### Supply network, run 1

(4 px per µm) Pins as bars on the die edge.
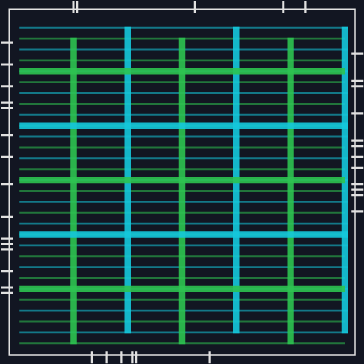
### Placement by cell class, run 1

(3 px per µm) Fill, decap, tap and diode cells in gray.
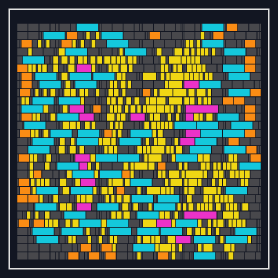
### Clock distribution, run 1

(6 px per µm)
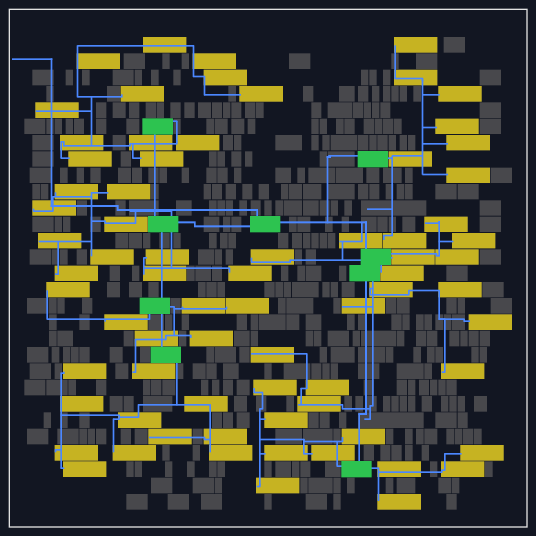
### Signal wires by layer, run 1

(4 px per µm) Two of the layers only.
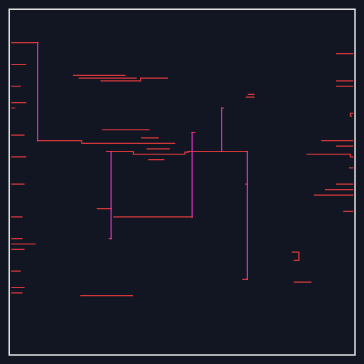
===== src/rtl/seg_scan_driver.sv =====
// -----------------------------------------------------------------------------
// seg_scan_driver
//
// Time-multiplexed driver for an N-digit common-anode 7-segment display.
// A refresh counter holds each digit selected for REFRESH_DIV clocks, and the
// digit index walks 0..NUM_DIGITS-1 and wraps. New digit codes are
// double-buffered: a load lands in a shadow register and is copied into the
// display register only when the scan wraps back to digit 0, so a frame never
// shows a mix of old and new digits.
//
// Parameters
//   NUM_DIGITS  : digits scanned (>= 1)
//   REFRESH_DIV : clocks each digit stays selected (>= 1)
//   HEX_MODE    : 1 = codes 10..15 show A,b,C,d,E,F; 0 = they show a dash
//
// Ports
//   clk          : system clock
//   reset        : synchronous, active-high reset
//   value        : packed 4-bit digit codes, digit i = value[4i+3:4i]
//   dp           : per-digit decimal point enables (1 = lit)
//   load         : strobe, captures value/dp into the shadow register
//   blank        : live, 1 turns the whole display off
//   lz_suppress  : live, 1 hides leading zeros (digit 0 always shown)
//   leds         : active-low segments, [0]=a .. [6]=g, [7]=dp
//   digit_sel    : active-low one-hot anode select
//   frame_done   : one-cycle pulse as the scan wraps to digit 0
// -----------------------------------------------------------------------------
module seg_scan_driver #(
    parameter int NUM_DIGITS  = 4,
    parameter int REFRESH_DIV = 50000,
    parameter int HEX_MODE    = 0
) (
    input  logic                    clk,
    input  logic                    reset,
    input  logic [4*NUM_DIGITS-1:0] value,
    input  logic [NUM_DIGITS-1:0]   dp,
    input  logic                    load,
    input  logic                    blank,
    input  logic                    lz_suppress,
    output logic [7:0]              leds,
    output logic [NUM_DIGITS-1:0]   digit_sel,
    output logic                    frame_done
);

    localparam int CNT_W = (REFRESH_DIV > 1) ? $clog2(REFRESH_DIV) : 1;
    localparam int IDX_W = (NUM_DIGITS > 1) ? $clog2(NUM_DIGITS) : 1;

    localparam logic [CNT_W-1:0]      CNT_LAST = CNT_W'(REFRESH_DIV - 1);
    localparam logic [IDX_W-1:0]      IDX_LAST = IDX_W'(NUM_DIGITS - 1);
    localparam logic [NUM_DIGITS-1:0] SEL_OFF  = {NUM_DIGITS{1'b1}};
    localparam logic [6:0]            SEG_DASH = 7'b0111111;
    localparam logic [6:0]            SEG_OFF  = 7'b1111111;
    localparam logic                  HEX_EN   = (HEX_MODE != 0);

    // Active-low g..a pattern for one 4-bit code. Codes above 9 show letters
    // only when hex decoding is enabled, otherwise a dash.
    function automatic logic [6:0] seg_decode(input logic [3:0] code, input logic hex_en);
        logic [6:0] seg;
        case (code)
            4'd0:    seg = 7'b1000000;
            4'd1:    seg = 7'b1111001;
            4'd2:    seg = 7'b0100100;
            4'd3:    seg = 7'b0110000;
            4'd4:    seg = 7'b0011001;
            4'd5:    seg = 7'b0010010;
            4'd6:    seg = 7'b0000010;
            4'd7:    seg = 7'b1111000;
            4'd8:    seg = 7'b0000000;
            4'd9:    seg = 7'b0010000;
            4'd10:   seg = 7'b0001000;
            4'd11:   seg = 7'b0000011;
            4'd12:   seg = 7'b1000110;
            4'd13:   seg = 7'b0100001;
            4'd14:   seg = 7'b0000110;
            4'd15:   seg = 7'b0001110;
            default: seg = SEG_DASH;
        endcase
        return (hex_en || (code <= 4'd9)) ? seg : SEG_DASH;
    endfunction

    // Scan state
    logic [CNT_W-1:0]        cnt_r;
    logic [IDX_W-1:0]        idx_r;
    logic [CNT_W-1:0]        cnt_next_s;
    logic [IDX_W-1:0]        idx_next_s;
    logic                    cnt_tc_s;
    logic                    wrap_s;

    // Double buffer
    logic [4*NUM_DIGITS-1:0] shadow_val_r;
    logic [NUM_DIGITS-1:0]   shadow_dp_r;
    logic [4*NUM_DIGITS-1:0] disp_val_r;
    logic [NUM_DIGITS-1:0]   disp_dp_r;
    logic                    pending_r;

    // Current-digit view of the display register
    logic [NUM_DIGITS-1:0]   zero_above_s;
    logic [3:0]              cur_code_s;
    logic                    cur_dp_s;
    logic                    cur_zero_above_s;
    logic [NUM_DIGITS-1:0]   sel_s;
    logic                    suppress_s;
    logic [6:0]              seg_s;

    // Output registers
    logic [7:0]              leds_r;
    logic [NUM_DIGITS-1:0]   digit_sel_r;
    logic                    frame_done_r;

    assign cnt_tc_s = (cnt_r == CNT_LAST);
    assign wrap_s   = cnt_tc_s && (idx_r == IDX_LAST);

    // Next refresh count and digit index; the index only moves at terminal count.
    always_comb begin
        cnt_next_s = cnt_r;
        idx_next_s = idx_r;
        if (cnt_tc_s) begin
            cnt_next_s = {CNT_W{1'b0}};
            if (idx_r == IDX_LAST) begin
                idx_next_s = {IDX_W{1'b0}};
            end else begin
                idx_next_s = idx_r + IDX_W'(1);
            end
        end else begin
            cnt_next_s = cnt_r + CNT_W'(1);
        end
    end

    // Refresh counter and digit index registers.
    always_ff @(posedge clk) begin
        if (reset) begin
            cnt_r <= {CNT_W{1'b0}};
            idx_r <= {IDX_W{1'b0}};
        end else begin
            cnt_r <= cnt_next_s;
            idx_r <= idx_next_s;
        end
    end

    // Shadow/display buffering. The wrap copy uses the pre-edge shadow, so a
    // load on the wrap edge is kept pending and shows from the next frame.
    always_ff @(posedge clk) begin
        if (reset) begin
            shadow_val_r <= {(4*NUM_DIGITS){1'b0}};
            shadow_dp_r  <= {NUM_DIGITS{1'b0}};
            disp_val_r   <= {(4*NUM_DIGITS){1'b0}};
            disp_dp_r    <= {NUM_DIGITS{1'b0}};
            pending_r    <= 1'b0;
        end else begin
            if (wrap_s && pending_r) begin
                disp_val_r <= shadow_val_r;
                disp_dp_r  <= shadow_dp_r;
            end else begin
                disp_val_r <= disp_val_r;
                disp_dp_r  <= disp_dp_r;
            end
            if (load) begin
                shadow_val_r <= value;
                shadow_dp_r  <= dp;
                pending_r    <= 1'b1;
            end else if (wrap_s) begin
                pending_r    <= 1'b0;
            end else begin
                pending_r    <= pending_r;
            end
        end
    end

    // zero_above_s[i] is set when digit i and every more-significant digit are
    // zero; built from the top digit down with a running AND.
    always_comb begin : zero_scan
        logic zero_run;
        zero_run     = 1'b1;
        zero_above_s = {NUM_DIGITS{1'b0}};
        for (int i = NUM_DIGITS - 1; i >= 0; i--) begin
            zero_run        = zero_run && (disp_val_r[4*i +: 4] == 4'd0);
            zero_above_s[i] = zero_run;
        end
    end

    // Pick out the code, point and suppression flag for the selected digit
    // and form the active-low anode pattern.
    always_comb begin
        cur_code_s       = 4'd0;
        cur_dp_s         = 1'b0;
        cur_zero_above_s = 1'b0;
        sel_s            = SEL_OFF;
        for (int i = 0; i < NUM_DIGITS; i++) begin
            if (idx_r == IDX_W'(i)) begin
                cur_code_s       = disp_val_r[4*i +: 4];
                cur_dp_s         = disp_dp_r[i];
                cur_zero_above_s = zero_above_s[i];
                sel_s[i]         = 1'b0;
            end else begin
                sel_s[i]         = 1'b1;
            end
        end
    end

    assign suppress_s = lz_suppress && (idx_r != {IDX_W{1'b0}}) && cur_zero_above_s;

    // Segment pattern for the selected digit; a suppressed digit keeps its point.
    always_comb begin
        seg_s = SEG_OFF;
        if (suppress_s) begin
            seg_s = SEG_OFF;
        end else begin
            seg_s = seg_decode(cur_code_s, HEX_EN);
        end
    end

    // Registered pin drivers; they trail the digit index by one clock.
    always_ff @(posedge clk) begin
        if (reset) begin
            leds_r       <= 8'hFF;
            digit_sel_r  <= SEL_OFF;
            frame_done_r <= 1'b0;
        end else begin
            frame_done_r <= wrap_s;
            if (blank) begin
                leds_r      <= 8'hFF;
                digit_sel_r <= SEL_OFF;
            end else begin
                leds_r      <= {~cur_dp_s, seg_s};
                digit_sel_r <= sel_s;
            end
        end
    end

    assign leds       = leds_r;
    assign digit_sel  = digit_sel_r;
    assign frame_done = frame_done_r;

endmodule


===== config.mk =====
export PLATFORM = sky130hd
export DESIGN_NAME = seg_scan_driver
export DESIGN_NICKNAME = d
export VERILOG_FILES = /design/src/rtl/seg_scan_driver.sv
export SDC_FILE = /design/constraint.sdc
export NUM_CORES = 1
export LEC_CHECK = 0
export ABC_AREA = 1
export ABC_CLOCK_PERIOD_IN_PS = 2800
export CORE_MARGIN = 2
export CORE_UTILIZATION = 49
export CTS_CLUSTER_DIAMETER = 80
export CTS_CLUSTER_SIZE = 16
export DETAILED_ROUTE_END_ITERATION = 10
export GPL_ROUTABILITY_DRIVEN = 0
export PLACE_DENSITY_LB_ADDON = 0.15
export SKIP_LAST_GASP = 1
export SLEW_MARGIN = 0
export SYNTH_ARGS = -nofsm -noshare
export SYNTH_HDL_FRONTEND = slang
export SYNTH_SLANG_ARGS = --single-unit
export TNS_END_PERCENT = 100

===== constraint.sdc =====
create_clock -name clk -period 2.8 [get_ports clk]
set_input_delay 0.84 -clock clk [delete_from_list [all_inputs] [get_ports clk]]
set_output_delay 0.84 -clock clk [all_outputs]
set_load 0.01 [all_outputs]

==> GITHUB_STEP_SUMMARY, run 1 <==
## Implementation flow summary

| Metric | Value |
|---|---|
| Final ANT Viol Nets | `0` |
| WS Path Type | `reg2reg` |
| Warnings, synthesis | `0` |
| CTS Buf Count | `9` |
| Setup Buffers After CTS | `0` |
| Initial antenna violation count | `0` |
| DRT met1 WL | `3.13 mm` |
| Layout Nets | `516` |
| Most Crowded Layer GR | `met2` |
| Logic area | `0.00159 mm²` |
| R2r setup slk | `330 ps` |
| Critical R2R Capture | `leds[1]$_SDFF_PP1_` |
| Routed length on met2 | `3.27 mm` |
| Core region area | `0.00642 mm²` |
| FMAX | `406 MHz` |
| Cell Rows | `29` |
| Post-synth regs | `72` |
| Area delta synth->final | `19.4%` |
| MaxCap Viol Count | `0` |
| Final Core Density | `0.613` |
| Slew Viols, Final | `0` |
| Chip area in the Yosys report | `0.00330 mm²` |
| Total grt overflow | `0` |
| Max VDD drop | `0.286 mV` |
| Outcome | `finished clean` |
| Met3 WL post-DR | `298 µm` |
| Top Layer Used | `met4` |
| Root Buffer | `clkbuf_8` |
| Sequential Area | `0.00144 mm²` |
| H-tree Lvls | `3` |
| TNS Setup | `0 ps` |
| Final hold vios | `0` |
| Max incr delay on CP | `470 ps` |
| CP endpoint kind | `flip-flop` |
| R2R depth | `10` |
| Share of layout cells above drive strength 1 | `0.0990` |
| Cells along the critical path | `ha_1 -> inv_2 -> or2_2 -> nand2_1 -> inv_1 -> ha_1 -> or2_2 -> a21oi_2 -> nor2_2 -> nand2_1` |
| Met3 Use GR | `0.0337` |
| Number of diodes | `0` |
| Met1 Use GR | `0.260` |
| Sequential share of the synthesized area | `0.437` |
| Largest net degree at the start of global routing | `24` |
| Yosys cell count | `445` |
| Count of tool warnings | `34` |
| Syn nets | `481` |
Notes on 'Supply network' above:
- VDD: cyan
- VSS: green
- met4 straps: 6
- rows: 29

Notes on 'Placement by cell class' above:
- clock drivers and dummy loads: magenta (cells 16)
- other buffers and delay cells: orange (cells 44)
- combinational and other logic: yellow (cells 353)
- flops: cyan (cells 72)

Notes on 'Clock distribution' above:
- flip-flops: yellow (count 72)
- clock wires: blue (length 836 µm)
- clock drivers: green (count 9)
- flops lie: all over the die
clk_skew: 7.95 ps
Worst-Skew Late Latency: 340 ps
clock share of power: 0.446
P_clk: 951 µW

Notes on 'Signal wires by layer' above:
- metal 4: magenta (wire length 110 µm)
- metal 3: red (wire length 299 µm)

## run 1: through the flow
step | hold slack (ps) | setup slack (ps) | cell area (µm²) | cells
floorplan | 417 | 582 | 3300 | 445
global placement | 433 | 400 | 3700 | 546
detailed placement | 446 | 393 | 3700 | 546
CTS | 462 | 342 | 3940 | 562
global route | 481 | 154 | 3940 | 562
finish | 455 | 334 | 3940 | 562
## run 1: flip-flops by register name, summed over array words and instances (netlist names)
name	flops
frame_done	1
digit_sel	4
shadow_dp_r	4
disp_dp_r	4
shadow_val_r	16
idx_r	2
disp_val_r	16
pending_r	1
leds	8
cnt_r	16
## run 1: cell type report
class,instances,share of cell area
multi-input cells,315,0.405
flip-flops and latches,72,0.366
repair buffers,44,0.107
clock buffers,12,0.0419
inverters,38,0.0362
well taps,77,0.0245
clock inverters,4,0.0191
## run 1: power breakdown
part	internal [µW]	switching (µW)	leakage, µW	total, µW
logic	57.3	55.2	0.000803	113
registers	1050	13.4	0.000588	1070
clock network	575	377	0.000115	951
total	1690	445	0.00151	2130
## run 1: layout by cell type (no fill, tap or decap)
cell type / count
clkdlybuf4s50_1: 37
nand2_4: 1
o21ai_2: 1
nor2_1: 66
o31ai_1: 1
inv_2: 6
clkinvlp_4: 2
a21oi_2: 2
nand2_2: 3
nand3_2: 2
nand4_2: 1
bufinv_16: 2
nand3_1: 25
clkbuf_8: 12
or2_2: 3
ha_1: 11
nor3_4: 1
nor2_2: 2
nor2_4: 2
nand4_1: 23
o211ai_1: 1
o21ai_0: 26
a21oi_1: 40
nand2_1: 90
xor2_1: 2
inv_1: 32
nand3b_1: 2
nor3_1: 4
buf_4: 7
or2_1: 1
nor3b_1: 3
nor4_1: 1
dfxtp_1: 72
nor3_2: 1
## run 1: synth_stat cells, drive strengths merged
library cell,number,share of area
nor3,6,0.014
o21ai,27,0.042
nor2,70,0.086
nand2,94,0.11
buf,11,0.026
dfxtp,72,0.44
o31ai,1,0.0023
nor4,1,0.0019
clkbuf,9,0.010
nor3b,3,0.0068
o211ai,1,0.0023
ha,11,0.042
nand3b,2,0.0046
nand4,24,0.047
nand3,27,0.044
xor2,2,0.0053
a21oi,42,0.066
or2,4,0.0076
inv,38,0.043
## run 1: critical path, delay by kind of cell (launching register included)
kind | cells | cell delay [ps]
simple gates | 5 | 920
fa+ha+maj | 2 | 700
flops | 1 | 390
buf+inv | 2 | 250
compound gates | 1 | 150
## run 1: how the worst min path moves through the flow
stage / startpoint / to / slack, ps / cells after the start
after floorplan: cnt_r[0]$_SDFF_PP0_ / cnt_r[0]$_SDFF_PP0_ / 420 / 1
after global placement: cnt_r[0]$_SDFF_PP0_ / cnt_r[0]$_SDFF_PP0_ / 430 / 1
after detailed placement: cnt_r[0]$_SDFF_PP0_ / cnt_r[0]$_SDFF_PP0_ / 450 / 1
after CTS: cnt_r[0]$_SDFF_PP0_ / cnt_r[0]$_SDFF_PP0_ / 460 / 1
after global routing: cnt_r[0]$_SDFF_PP0_ / cnt_r[0]$_SDFF_PP0_ / 480 / 1
final: cnt_r[0]$_SDFF_PP0_ / cnt_r[0]$_SDFF_PP0_ / 450 / 1
### Placement view, run 1

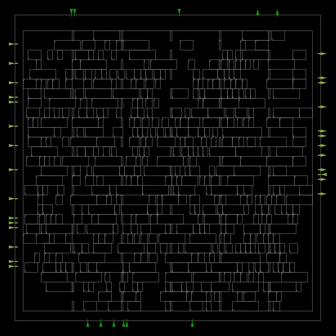

==> inputs of run 2 (changes only) <==
Settings changed: CORE_ASPECT_RATIO set to 1.1.
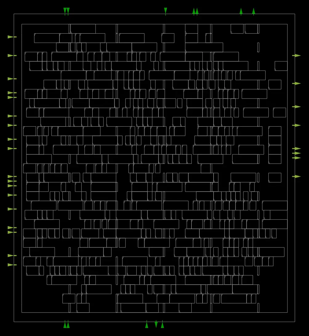
*Placement view, run 2*
final cell count without fillers: 566
Seq area share: 0.370
Final Core Density: 0.594
n_taps: 82
core region area: 0.00656 mm²

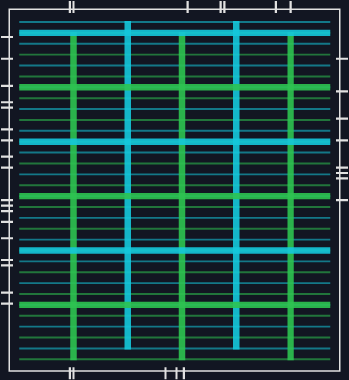
*Supply network, run 2*
(4 px per µm) Pins as bars on the die edge.
- VDD: cyan
- VSS: green
- met1 rails: 32
- signal pins: 38
- met4 straps: 5
Die H: 90.0 µm
Die W: 82.2 µm
Max VDD drop: 0.284 mV

==> GITHUB_STEP_SUMMARY, run 2 <==
## Implementation flow summary

| Metric | Value |
|---|---|
| Area delta synth->final | `18.1%` |
| R2r setup slk | `510 ps` |
| Worst-Skew Late Latency | `340 ps` |
| Clk_skew | `9.69 ps` |
| Chip area in the Yosys report | `0.00330 mm²` |
| Total grt overflow | `0` |
| Worst hold slack | `452 ps` |
| Post-synth regs | `72` |
| R2R depth | `10` |
| Post-synth EDFFs | `0` |
| Number of diodes | `0` |
| Flop pwr share | `0.531` |
| Syn nets | `481` |
| P_leak | `0.00148 µW` |
| Final ANT Viol Nets | `0` |
| Cell Rows | `31` |
| MaxCap Viol Count | `0` |
| Int Pwr | `1570 µW` |
| Main flop type | `dfxtp_1` |
| Layout Nets | `515` |
| TNS Setup | `0 ps` |
| CP endpoint kind | `flip-flop` |
| Clock share of power | `0.413` |
| FMAX | `437 MHz` |
| Synth area leaders | `dfxtp_1 44%, nand2_1 10%, nor2_1 7.5%` |
| Gate power share | `0.056` |
| CP Buf/Inv Count | `2` |
| Sequential share of the synthesized area | `0.437` |
| WS Path Type | `reg2reg` |
| Cells along the critical path | `ha_1 -> inv_2 -> or2_2 -> nand2_1 -> inv_1 -> ha_1 -> or2_2 -> a21oi_2 -> nor2_2 -> nand2_1` |
| Largest registers | `cnt_r (16), disp_val_r (16), shadow_val_r (16)` |
| Max-area cell share | `0.437` |
| Slew Viols, Final | `0` |
| H-tree Lvls | `3` |
| Family with the most delay on the worst path | `simple AND/OR/NAND/NOR gates` |
| Outcome | `finished clean` |
| Most frequent cells in the layout | `90 x nand2_1, 72 x dfxtp_1, 66 x nor2_1, 40 x a21oi_1, 37 x clkdlybuf4s50_1` |
| CTS Buf Count | `9` |
| Hold Path End | `cnt_r[0]$_SDFF_PP0_` |
| Top cell excl fill/tap | `nand2_1` |
| Root Buffer | `clkbuf_8` |
| First-pass GRT wire length | `11.9 mm` |
| Yosys cell count | `445` |
| HP Start | `cnt_r[0]$_SDFF_PP0_` |
| Final hold vios | `0` |
| Initial antenna violation count | `0` |
| Critical R2R Capture | `leds[1]$_SDFF_PP1_` |
| Max incr delay on CP | `380 ps` |
==> run 2: through the flow <==
| step | cell area, µm² | worst slack, ps | instances |
|---|---|---|---|
| after global placement | 3700 | 467 | 550 |
| after CTS | 3900 | 516 | 566 |
| after global routing | 3900 | 265 | 566 |
| after floorplan | 3300 | 582 | 445 |
| final | 3900 | 510 | 566 |
| after detailed placement | 3700 | 410 | 550 |
==> run 2: cell families after synthesis <==
| logic type | count (synthesis) |
|---|---|
| flops | 72 |
| fa+ha+maj | 11 |
| buf+inv | 58 |
| compound gates | 71 |
| xor+xnor | 2 |
| simple gates | 231 |
==> run 2: worst max path at each step <==
stage                     endpoint  slack [ps]  cells after the start
6_report        leds[1]$_SDFF_PP1_         510                     10
5_1_grt         leds[1]$_SDFF_PP1_         270                     13
4_1_cts         leds[1]$_SDFF_PP1_         520                     10
3_5_place_dp   cnt_r[2]$_SDFF_PP0_         410                      4
3_3_place_gp   cnt_r[3]$_SDFF_PP0_         470                      4
2_1_floorplan   leds[1]$_SDFF_PP1_         580                     12
==> run 2: power by group through the flow <==
stage	Clock [µW]	Combinational [µW]	Sequential [µW]
after global placement	0	110	1090
final	832	112	1070
after CTS	844	113	1070
after detailed placement	0	112	1090
after floorplan	0	54.5	1090
after global routing	907	127	1070
==> run 2: layout make-up <==
cell class              count  area (µm²)  share of cell area
clock inverters             2        37.5             0.00963
repair buffers             43         415               0.107
clock buffers              14         163              0.0417
inverters                  38         143              0.0366
multi-input cells         315        1590               0.409
well taps                  82         103              0.0263
flip-flops and latches     72        1440               0.370
==> run 2: metal layers <==
| metal | GRT usage | vias up | share of wire | routed length (µm) |
|---|---|---|---|---|
| met5 | 0 | - | 0 | 0 |
| met4 | 0.0792 | 0 | 0.017 | 112 |
| met3 | 0.0552 | 10 | 0.035 | 240 |
| met2 | 0.325 | 47 | 0.47 | 3200 |
| met1 | 0.255 | 1261 | 0.47 | 3210 |
| li1 | - | 1527 | - | - |
Power and IR drop assume default switching activity.
